$ cat src/rtl/ft_rollback_ctrl.sv
//------------------------------------------------------------------------------
// +--------------------------------------------------------------------------+
// | Module      : ft_rollback_ctrl                                           |
// | Description : Checkpoint/rollback sequencer for the dual-core lockstep   |
// |               SoC. Periodically snapshots core_0 x1..x31 and the resume  |
// |               PC into a double-banked shadow store, and on a lockstep    |
// |               mismatch restores both cores from the committed bank.      |
// | Revision    : 1.0 - initial release                                      |
// +--------------------------------------------------------------------------+
//------------------------------------------------------------------------------
`default_nettype none

module ft_rollback_ctrl #(
    parameter int          CKPT_INTERVAL = 64,
    parameter int          MAX_RETRY     = 3,
    parameter logic [31:0] BOOT_ADDR     = 32'h0000_0080
) (
    input  logic        clk_i,
    input  logic        rst_ni,
    input  logic        error_i,
    input  logic        commit_i,
    input  logic [31:0] resume_pc_i,
    input  logic        halted_i,
    input  logic [31:0] rf_rdata_i,
    output logic        halt_o,
    output logic [4:0]  rf_addr_o,
    output logic        rf_we_o,
    output logic [31:0] rf_wdata_o,
    output logic        pc_set_o,
    output logic [31:0] pc_o,
    output logic        fatal_o,
    output logic [15:0] rollback_cnt_o
);

    // Commit counter only needs to reach CKPT_INTERVAL-1.
    localparam int                    c_CCNT_W    = (CKPT_INTERVAL > 1) ? $clog2(CKPT_INTERVAL) : 1;
    localparam logic [c_CCNT_W-1:0]   c_CCNT_LAST = c_CCNT_W'(CKPT_INTERVAL - 1);
    // Retry counter must be able to hold MAX_RETRY+1 to flag the exhausted case.
    localparam int                    c_RETRY_W   = $clog2(MAX_RETRY + 2);
    localparam logic [c_RETRY_W-1:0]  c_RETRY_MAX = c_RETRY_W'(MAX_RETRY);
    localparam logic [c_RETRY_W-1:0]  c_RETRY_ONE = c_RETRY_W'(1);
    // Sweep index k runs 0..30, covering x1..x31.
    localparam logic [4:0]            c_LAST_K    = 5'd30;

    typedef enum logic [2:0] {
        S_RUN      = 3'd0,
        S_CK_HALT  = 3'd1,
        S_CK_COPY  = 3'd2,
        S_RB_HALT  = 3'd3,
        S_RB_WRITE = 3'd4,
        S_RB_JUMP  = 3'd5,
        S_FAIL     = 3'd6
    } state_t;

    state_t                r_state;
    logic [c_CCNT_W-1:0]   r_ccnt;
    logic [c_RETRY_W-1:0]  r_retry;
    logic                  r_act;
    logic                  r_ck_valid;
    logic [4:0]            r_k;

    logic                  r_halt;
    logic [4:0]            r_rf_addr;
    logic                  r_rf_we;
    logic [31:0]           r_rf_wdata;
    logic                  r_pc_set;
    logic [31:0]           r_pc;
    logic                  r_fatal;
    logic [15:0]           r_rb_cnt;

    // Shadow store: two banks of x1..x31 plus a resume PC each. Not reset.
    logic [31:0]           r_bank    [0:1][0:30];
    logic [31:0]           r_bank_pc [0:1];

    logic                  w_enter_rb;
    logic                  w_ck_pc_we;
    logic                  w_ck_rf_we;
    logic                  w_inact;
    logic [4:0]            w_rd_k;
    logic [31:0]           w_restore_data;
    logic [31:0]           w_restore_pc;

    // A mismatch is only acted on while the cores are meant to be in lockstep;
    // during restore they diverge on purpose, so RB_WRITE/RB_JUMP ignore it.
    assign w_enter_rb = error_i && ((r_state == S_RUN) ||
                                    (r_state == S_CK_HALT) ||
                                    (r_state == S_CK_COPY));

    // Snapshots always land in the inactive bank; an abort simply never flips act.
    assign w_inact    = ~r_act;
    assign w_ck_pc_we = (r_state == S_CK_HALT) && halted_i && !error_i;
    assign w_ck_rf_we = (r_state == S_CK_COPY) && !error_i;

    // Restore data is registered one step ahead: fetch entry k+1 while k is on the bus.
    assign w_rd_k         = ((r_state == S_RB_WRITE) && (r_k != c_LAST_K)) ? (r_k + 5'd1) : 5'd0;
    assign w_restore_data = r_ck_valid ? r_bank[r_act][w_rd_k] : 32'd0;
    assign w_restore_pc   = r_ck_valid ? r_bank_pc[r_act] : BOOT_ADDR;

    assign halt_o         = r_halt;
    assign rf_addr_o      = r_rf_addr;
    assign rf_we_o        = r_rf_we;
    assign rf_wdata_o     = r_rf_wdata;
    assign pc_set_o       = r_pc_set;
    assign pc_o           = r_pc;
    assign fatal_o        = r_fatal;
    assign rollback_cnt_o = r_rb_cnt;

    // Capture the resume PC and the swept register values into the inactive bank.
    always_ff @(posedge clk_i) begin
        if (w_ck_pc_we) begin
            r_bank_pc[w_inact] <= resume_pc_i;
        end
        if (w_ck_rf_we) begin
            r_bank[w_inact][r_k] <= rf_rdata_i;
        end
    end

    // Sequencer with registered outputs.
    always_ff @(posedge clk_i or negedge rst_ni) begin
        if (!rst_ni) begin
            r_state    <= S_RUN;
            r_ccnt     <= '0;
            r_retry    <= '0;
            r_act      <= 1'b0;
            r_ck_valid <= 1'b0;
            r_k        <= 5'd0;
            r_halt     <= 1'b0;
            r_rf_addr  <= 5'd0;
            r_rf_we    <= 1'b0;
            r_rf_wdata <= 32'd0;
            r_pc_set   <= 1'b0;
            r_pc       <= 32'd0;
            r_fatal    <= 1'b0;
            r_rb_cnt   <= 16'd0;
        end else if (w_enter_rb) begin
            // Error wins over a simultaneous checkpoint trigger and aborts any
            // checkpoint in flight.
            r_state    <= S_RB_HALT;
            r_halt     <= 1'b1;
            r_rf_addr  <= 5'd0;
            r_rf_we    <= 1'b0;
            r_rf_wdata <= 32'd0;
            r_pc_set   <= 1'b0;
            r_k        <= 5'd0;
            if (r_rb_cnt != 16'hFFFF) begin
                r_rb_cnt <= r_rb_cnt + 16'd1;
            end
            if (r_retry <= c_RETRY_MAX) begin
                r_retry <= r_retry + c_RETRY_ONE;
            end
        end else begin
            case (r_state)
                S_RUN: begin
                    if (commit_i) begin
                        if (r_ccnt == c_CCNT_LAST) begin
                            r_ccnt  <= '0;
                            r_state <= S_CK_HALT;
                            r_halt  <= 1'b1;
                        end else begin
                            r_ccnt <= r_ccnt + c_CCNT_W'(1);
                        end
                    end
                end

                S_CK_HALT: begin
                    if (halted_i) begin
                        r_state   <= S_CK_COPY;
                        r_k       <= 5'd0;
                        r_rf_addr <= 5'd1;
                    end
                end

                S_CK_COPY: begin
                    if (r_k == c_LAST_K) begin
                        r_act      <= ~r_act;
                        r_ck_valid <= 1'b1;
                        r_retry    <= '0;
                        r_state    <= S_RUN;
                        r_halt     <= 1'b0;
                        r_rf_addr  <= 5'd0;
                        r_k        <= 5'd0;
                    end else begin
                        r_k       <= r_k + 5'd1;
                        r_rf_addr <= r_k + 5'd2;
                    end
                end

                S_RB_HALT: begin
                    // Retry was already at the limit when this rollback started.
                    if (r_retry > c_RETRY_MAX) begin
                        r_state <= S_FAIL;
                        r_fatal <= 1'b1;
                    end else if (halted_i) begin
                        r_state    <= S_RB_WRITE;
                        r_k        <= 5'd0;
                        r_rf_we    <= 1'b1;
                        r_rf_addr  <= 5'd1;
                        r_rf_wdata <= w_restore_data;
                    end
                end

                S_RB_WRITE: begin
                    if (r_k == c_LAST_K) begin
                        r_state    <= S_RB_JUMP;
                        r_k        <= 5'd0;
                        r_rf_we    <= 1'b0;
                        r_rf_addr  <= 5'd0;
                        r_rf_wdata <= 32'd0;
                        r_pc_set   <= 1'b1;
                        r_pc       <= w_restore_pc;
                    end else begin
                        r_k        <= r_k + 5'd1;
                        r_rf_addr  <= r_k + 5'd2;
                        r_rf_wdata <= w_restore_data;
                    end
                end

                S_RB_JUMP: begin
                    r_state  <= S_RUN;
                    r_halt   <= 1'b0;
                    r_pc_set <= 1'b0;
                    r_ccnt   <= '0;
                end

                S_FAIL: begin
                    r_halt     <= 1'b1;
                    r_fatal    <= 1'b1;
                    r_rf_we    <= 1'b0;
                    r_rf_addr  <= 5'd0;
                    r_rf_wdata <= 32'd0;
                    r_pc_set   <= 1'b0;
                end

                default: begin
                    r_state <= S_RUN;
                    r_halt  <= 1'b0;
                end
            endcase
        end
    end

endmodule

`default_nettype wire

$ cat config.mk
export PLATFORM = sky130hd
export DESIGN_NAME = ft_rollback_ctrl
export DESIGN_NICKNAME = d
export VERILOG_FILES = /design/src/rtl/ft_rollback_ctrl.sv
export SDC_FILE = /design/constraint.sdc
export NUM_CORES = 2
export LEC_CHECK = 0
export ABC_AREA = 1
export CAP_MARGIN = 40
export CORE_ASPECT_RATIO = 0.6
export CORE_UTILIZATION = 55
export DETAILED_ROUTE_END_ITERATION = 6
export GPL_ROUTABILITY_DRIVEN = 0
export PLACE_DENSITY_LB_ADDON = 0.3
export SLEW_MARGIN = 25
export SYNTH_ARGS = -nofsm -noshare
export SYNTH_HDL_FRONTEND = slang
export SYNTH_SLANG_ARGS = --single-unit
$ cat constraint.sdc
create_clock -name clk_i -period 6.02 [get_ports clk_i]
set_input_delay 1.204 -clock clk_i [delete_from_list [all_inputs] [get_ports clk_i]]
set_output_delay 1.204 -clock clk_i [all_outputs]
set_load 0.05 [all_outputs]
### Congestion heat map

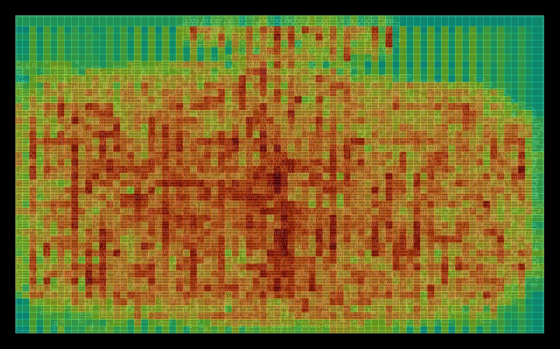
Total GRT Usage: 33.4%
met2 Use GR: 46.8%
GR peak layer: met1

### Routed metal, one color a layer

Only two layers are drawn.
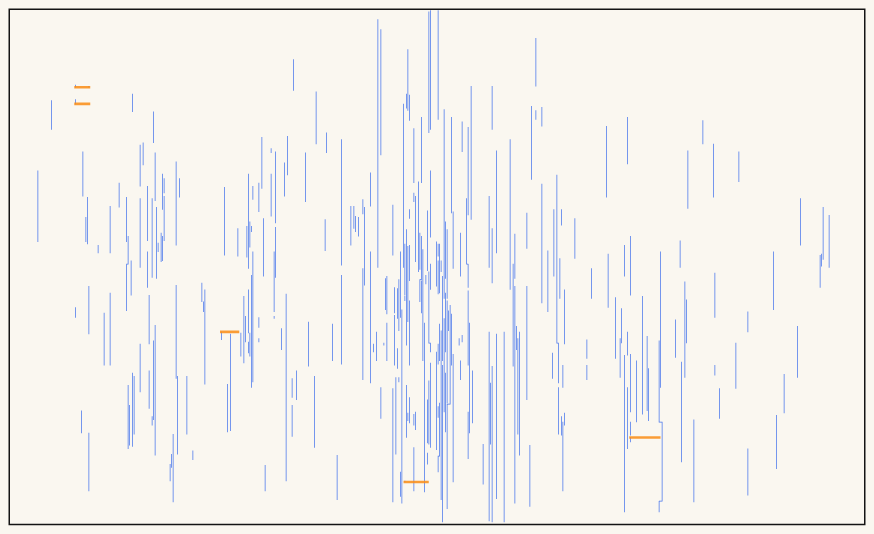
legend:
  M5:
    color: orange
    wire_length: 58.0 microns
  M4:
    color: blue
    wire_length: 10300 microns
final wirelength: 276000 microns
via count: 63700
drt wl/cell: 26.6 microns

==> metrics.csv <==
metric,value,unit
crit_family,simple AND/OR/NAND/NOR gates,
ys.flops,2156,
synthMuxAreaShare,1.15,%
clock_tree.buffer_depth,4,
wl_met3,45100,microns
synth-async-reset-ratio,5.01,%
critPathLaunch,r_k[0],
layout-drive-gt1-share,8.07,%
holdCritPathClass,input pin to async pin,
crit_cells,14,
hold_viol,0,
top_cells_by_area,"edfxtp_1 69%, nand2_1 11%, nor2_1 5.2%, nand3_1 4.8%, dfrtp_1 3.0%",
grt_max_degree,132,
yosysUniqueCellTypes,43,
layout_top_cell,nand2_1,
seq-power,17000,uW
synth_area_leader_cell,edfxtp_1,
netlist_top_cells_count,"2601 x nand2_1, 2048 x edfxtp_1, 1226 x nor2_1, 848 x nand3_1, 228 x buf_2",
first_global_vias,59800,
clkPwrFrac,36.8,%
power-top-group,sequential cells,
gr-usage-met3,11.0,%
cp.required,6.80,ns
clkTransAtPathRegs,0.07,ns
ios,158,
layout-area-overhead-vs-synth,12.4,%
numCtsBuffers,195,
drt-initial-drc-count,11300,
firstDrtPassIters,7,
xor_area_share,0.196,%
drv_cap,0,
stdcell_count,10400,
swShare,26.8,%
root_buffer,clkbuf_16,
final_layout_top_logic_cells,"2601 x nand2_1, 2048 x edfxtp_1, 1197 x nor2_1, 847 x nand3_1, 197 x clkbuf_16",
simple_gate_area_share,22.5,%
yosys_area,0.0893,sq mm
fin_setup_tns,0,ns
status,finished clean,
cts_max_level,4,
synth_top_area_share,68.9,%
rr_worst_depth,14,
route.met2.wl,115000,microns
### Where the registers sit

Other sequential cells in the stronger gray, the rest of the logic in the fainter gray.
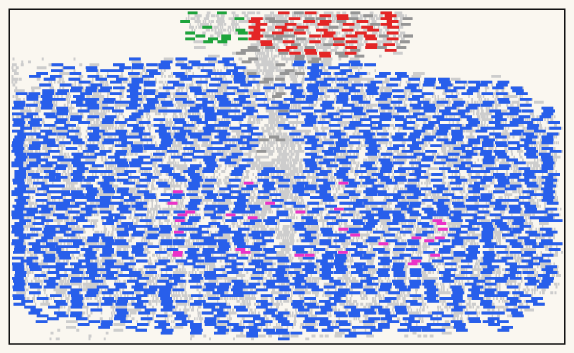
legend:
  `rollback_cnt_o`:
    color: green
    flops: 16
  `r_bank`:
    color: blue
    flops: 1984
    where: widely spread
  `r_bank_pc`:
    color: red
    flops: 64
    where: top middle
  `rf_wdata_o`:
    color: magenta
    flops: 32

## stage by stage
step                util [%]  worst slack (ns)  hold WS [ns]  total power [uW]
detailed placement      58.3              1.59         0.469             21200
finish                  62.3              1.39         0.237             33500
CTS                     62.1              1.61         0.207             33300
floorplan                  -              1.10         0.453             19300
global route            62.3              1.34         0.229             34200
global placement        58.1              1.66         0.462             21200
## cell type report
cell class                 instances  area (sq um)  share of cell area [%]
clock inverter                    84           803                   0.800
inverter                          92           368                   0.367
clock buffer                     265          5370                    5.35
antenna                            1          2.50                 0.00249
tap                             2146          2690                    2.68
timing repair buffer             390          3850                    3.84
sequential                      2156         64200                    64.0
multi-input combinational       5262         23100                    23.0
Power is estimated from default activity; no workload was simulated.
